File: src/rtl/sound_pkg.sv
// Shared types, default parameters and the note pattern for the sound sequencer.
package sound_pkg;

    typedef enum logic [0:0] {
        IDLE = 1'b0,
        PLAY = 1'b1
    } state_e;

    localparam int DEF_NUM_VOICES      = 2;
    localparam int DEF_PERIOD_W        = 5;
    localparam int DEF_STEPS           = 16;
    localparam int DEF_FRAMES_PER_STEP = 4;
    localparam int DEF_ENV_W           = 5;
    localparam int DEF_DECAY           = 8;
    localparam int DEF_ENV_SHIFT       = 3;
    localparam int DEF_X_BASE          = 256;
    localparam int X_W                 = 10;

    // Half-period (in lines, minus one) for a voice at a step; 0 is a rest.
    // Voice 1 plays the lower octave, 2p+1, clamped to the largest divider
    // value where the true octave does not fit.
    function automatic logic [7:0] note_period(input int voice, input int step);
        int base;
        int low;
        case (step % 16)
            0:       base = 28;
            1:       base = 25;
            2:       base = 24;
            4:       base = 13;
            5:       base = 12;
            6:       base = 11;
            8:       base = 9;
            9:       base = 8;
            10:      base = 7;
            12:      base = 5;
            13:      base = 4;
            14:      base = 3;
            default: base = 0;
        endcase
        if (voice == 0 || base == 0) begin
            return 8'(base);
        end
        low = 2 * base + 1;
        if (low > (2 ** DEF_PERIOD_W) - 1) begin
            low = (2 ** DEF_PERIOD_W) - 1;
        end
        return 8'(low);
    endfunction

endpackage

File: src/rtl/sound_voice.sv
// One square-wave voice: line-rate divider, phase, decaying envelope and the
// pixel-column window that turns the envelope into a PWM loudness.
module sound_voice
    import sound_pkg::*;
#(
    parameter int PERIOD_W  = DEF_PERIOD_W,
    parameter int ENV_W     = DEF_ENV_W,
    parameter int DECAY     = DEF_DECAY,
    parameter int ENV_SHIFT = DEF_ENV_SHIFT,
    parameter int X_BASE    = DEF_X_BASE
) (
    input  logic                clk,
    input  logic                rst,
    input  logic                load,
    input  logic [PERIOD_W-1:0] period_load,
    input  logic                frame_tick,
    input  logic                line_tick,
    input  logic                enable,
    input  logic [X_W-1:0]      x,
    output logic                out
);

    // One extra bit over x plus the shift keeps base + window from wrapping.
    localparam int CMP_W = X_W + ENV_SHIFT + 1;
    localparam int ENV_MAX = (2 ** ENV_W) - 1;
    localparam logic [ENV_W-1:0] ENV_FULL = '1;
    // A decay larger than the envelope range simply empties it in one frame.
    localparam logic [ENV_W-1:0] DECAY_SAT = (DECAY > ENV_MAX) ? ENV_FULL : ENV_W'(DECAY);

    logic [PERIOD_W-1:0] period_q, period_d;
    logic [PERIOD_W-1:0] cnt_q, cnt_d;
    logic                phase_q, phase_d;
    logic [ENV_W-1:0]    env_q, env_d;

    logic [CMP_W-1:0] x_ext, win_lo, win_hi;

    // Divider and phase: step entry reloads, otherwise advance on each line.
    always_comb begin
        period_d = period_q;
        cnt_d    = cnt_q;
        phase_d  = phase_q;
        if (load) begin
            period_d = period_load;
            cnt_d    = '0;
            phase_d  = 1'b0;
        end else if (line_tick) begin
            if (period_q == '0) begin
                cnt_d   = '0;
                phase_d = 1'b0;
            end else if (cnt_q == period_q) begin
                cnt_d   = '0;
                phase_d = ~phase_q;
            end else begin
                cnt_d = cnt_q + 1'b1;
            end
        end
    end

    // Envelope: full on step entry, saturating decay once per frame.
    always_comb begin
        env_d = env_q;
        if (load) begin
            env_d = ENV_FULL;
        end else if (frame_tick) begin
            env_d = (env_q > DECAY_SAT) ? (env_q - DECAY_SAT) : '0;
        end
    end

    // Voice state registers.
    always_ff @(posedge clk) begin
        if (rst) begin
            period_q <= '0;
            cnt_q    <= '0;
            phase_q  <= 1'b0;
            env_q    <= '0;
        end else begin
            period_q <= period_d;
            cnt_q    <= cnt_d;
            phase_q  <= phase_d;
            env_q    <= env_d;
        end
    end

    assign x_ext  = CMP_W'(x);
    assign win_lo = CMP_W'(X_BASE);
    assign win_hi = win_lo + (CMP_W'(env_q) << ENV_SHIFT);
    assign out    = phase_q & enable & (x_ext >= win_lo) & (x_ext < win_hi);

endmodule

File: src/rtl/sound_sequencer.sv
// Multi-voice pattern sequencer: IDLE/PLAY control, frame and step counting,
// and the registered OR mix of the voices onto the one-bit sound output.
module sound_sequencer
    import sound_pkg::*;
#(
    parameter int NUM_VOICES      = DEF_NUM_VOICES,
    parameter int PERIOD_W        = DEF_PERIOD_W,
    parameter int STEPS           = DEF_STEPS,
    parameter int FRAMES_PER_STEP = DEF_FRAMES_PER_STEP,
    parameter int ENV_W           = DEF_ENV_W,
    parameter int DECAY           = DEF_DECAY,
    parameter int ENV_SHIFT       = DEF_ENV_SHIFT,
    parameter int X_BASE          = DEF_X_BASE
) (
    input  logic                       clk,
    input  logic                       rst,
    input  logic                       frame_tick,
    input  logic                       line_tick,
    input  logic [X_W-1:0]             x,
    input  logic                       start,
    input  logic                       stop,
    input  logic                       loop,
    input  logic [NUM_VOICES-1:0]      voice_mask,
    output logic                       sound,
    output logic                       playing,
    output logic [$clog2(STEPS)-1:0]   step
);

    localparam int STEP_W = $clog2(STEPS);
    localparam int FCNT_W = (FRAMES_PER_STEP > 1) ? $clog2(FRAMES_PER_STEP) : 1;
    localparam logic [STEP_W-1:0] LAST_STEP  = STEP_W'(STEPS - 1);
    localparam logic [FCNT_W-1:0] LAST_FRAME = FCNT_W'(FRAMES_PER_STEP - 1);

    state_e              state_q, state_d;
    logic [STEP_W-1:0]   step_q, step_d;
    logic [FCNT_W-1:0]   fcnt_q, fcnt_d;
    logic                sound_q, sound_d;
    logic                entry;
    logic [NUM_VOICES-1:0] voice_out;

    // Control FSM and step timing; stop outranks start, start outranks ticks.
    always_comb begin
        state_d = state_q;
        step_d  = step_q;
        fcnt_d  = fcnt_q;
        entry   = 1'b0;
        if (stop) begin
            state_d = IDLE;
        end else if (start) begin
            state_d = PLAY;
            step_d  = '0;
            fcnt_d  = '0;
            entry   = 1'b1;
        end else if (state_q == PLAY && frame_tick) begin
            if (fcnt_q == LAST_FRAME) begin
                fcnt_d = '0;
                if (step_q == LAST_STEP) begin
                    if (loop) begin
                        step_d = '0;
                        entry  = 1'b1;
                    end else begin
                        state_d = IDLE;
                    end
                end else begin
                    step_d = step_q + 1'b1;
                    entry  = 1'b1;
                end
            end else begin
                fcnt_d = fcnt_q + 1'b1;
            end
        end
    end

    // Mix only while playing across this edge, so start/stop land silent.
    always_comb begin
        sound_d = 1'b0;
        if (state_q == PLAY && state_d == PLAY) begin
            sound_d = |voice_out;
        end
    end

    // Sequencer registers.
    always_ff @(posedge clk) begin
        if (rst) begin
            state_q <= IDLE;
            step_q  <= '0;
            fcnt_q  <= '0;
            sound_q <= 1'b0;
        end else begin
            state_q <= state_d;
            step_q  <= step_d;
            fcnt_q  <= fcnt_d;
            sound_q <= sound_d;
        end
    end

    for (genvar gi = 0; gi < NUM_VOICES; gi++) begin : g_voice
        logic [PERIOD_W-1:0] period_load;
        // The voice loads the period of the step being entered.
        assign period_load = PERIOD_W'(note_period(gi, int'(step_d)));

        sound_voice #(
            .PERIOD_W  (PERIOD_W),
            .ENV_W     (ENV_W),
            .DECAY     (DECAY),
            .ENV_SHIFT (ENV_SHIFT),
            .X_BASE    (X_BASE)
        ) u_voice (
            .clk         (clk),
            .rst         (rst),
            .load        (entry),
            .period_load (period_load),
            .frame_tick  (frame_tick),
            .line_tick   (line_tick),
            .enable      (voice_mask[gi]),
            .x           (x),
            .out         (voice_out[gi])
        );
    end

    assign sound   = sound_q;
    assign playing = (state_q == PLAY);
    assign step    = step_q;

endmodule

File: config.mk
export PLATFORM = sky130hd
export DESIGN_NAME = sound_sequencer
export DESIGN_NICKNAME = d
export VERILOG_FILES = /design/src/rtl/sound_pkg.sv /design/src/rtl/sound_voice.sv /design/src/rtl/sound_sequencer.sv
export SDC_FILE = /design/constraint.sdc
export NUM_CORES = 1
export LEC_CHECK = 0
export ABC_CLOCK_PERIOD_IN_PS = 3400
export CORE_MARGIN = 2
export CORE_UTILIZATION = 25
export DETAILED_ROUTE_END_ITERATION = 7
export DONT_BUFFER_PORTS = 1
export PLACE_DENSITY = 0.42
export SLEW_MARGIN = 20
export SYNTH_ARGS = -nofsm -noshare
export SYNTH_HDL_FRONTEND = slang
export SYNTH_SLANG_ARGS = --single-unit
export TNS_END_PERCENT = 10
File: constraint.sdc
create_clock -name clk -period 3.4 [get_ports clk]
set_input_delay 0.34 -clock clk [delete_from_list [all_inputs] [get_ports clk]]
set_output_delay 0.34 -clock clk [all_outputs]
set_load 0.02 [all_outputs]
==> flow_metrics.env <==
# yosys + openroad results
export IMPL_fin_crit_ns=2.39
export IMPL_dpl_cell_area_mm2=0.00206
export IMPL_tap_cells=102
export IMPL_clock_latency_ns=0.28
export IMPL_required_ns=3.60
export IMPL_end_kind="flop"
export IMPL_maxSlewViolCount=0
export IMPL_largest_area_cell="dfxtp_1"
export IMPL_met2_usage_pct=17.8
export IMPL_yosysMostFrequentCell="dfxtp_1"
export IMPL_whs_endpoint="g_voice[0].u_voice.env_q[3]"
export IMPL_status="complete, no violations"
export IMPL_crit_type="reg -> reg"
export IMPL_power_group_top="registers"
export IMPL_routed_wirelength_um=4410
export IMPL_buf_share_pct=0
export IMPL_grt_pass1_wl_um=7770
export IMPL_cp_num_cells=6
export IMPL_grt_antenna_before_repair=0
export IMPL_busiest_layer="met2"
export IMPL_pg_clk_uw=313
export IMPL_place_inst=324
export IMPL_cts_root_buf="clkbuf_8"
export IMPL_grt_met1_usage_pct=14.7
export IMPL_cts_buffer_depth=2
export IMPL_ys_top_cells_by_count="dfxtp_1, nor2_1, o21ai_0, a21oi_1, nand2_1"
export IMPL_cts_max_level=2
export IMPL_place_gp_congestion=0.734
export IMPL_max_freq_mhz=419
export IMPL_nClkBuffers=8
export IMPL_yosysTopAreaCellShare_pct=36.6
export IMPL_port_buffer_count=0
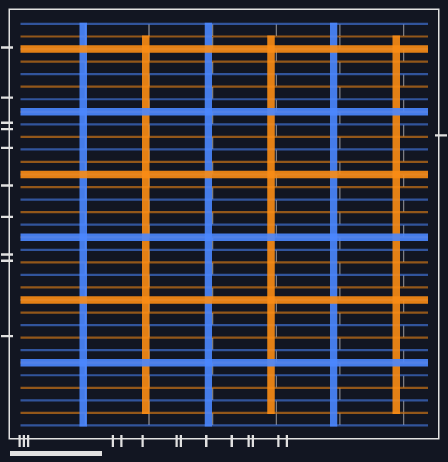
Fig. 1. Floorplan with the power grid.
Scale bar: 20 um. Pins as bars on the die edge. Tap cells in grey.
Key: VSS = blue; VDD = orange
102 tap cells. 6 straps on met5. 6 straps on met4. The core has 32 rows.
Die Span Y: 92.8 um
Die Width: 92.8 um
core area: 0.00769 mm2
Worst VDD drop: 0.000142 V

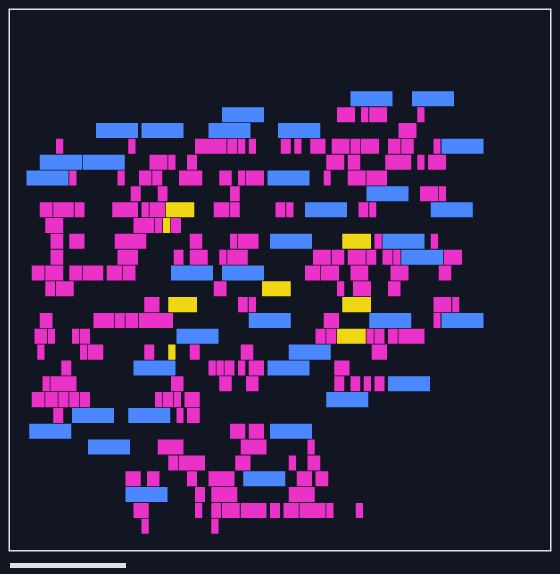
Fig. 2. Placed cells, one colour a class.
Scale bar: 20 um.
Key: clock drivers and dummy loads = yellow [cells 8, share of their area 4.4%]; combinational and other logic = magenta [cells 186, share of their area 60%]; sequential cells = blue [cells 36, share of their area 36%]
Finished Core Util: 28.0%
Seq area share: 33.5%
# rows: 32

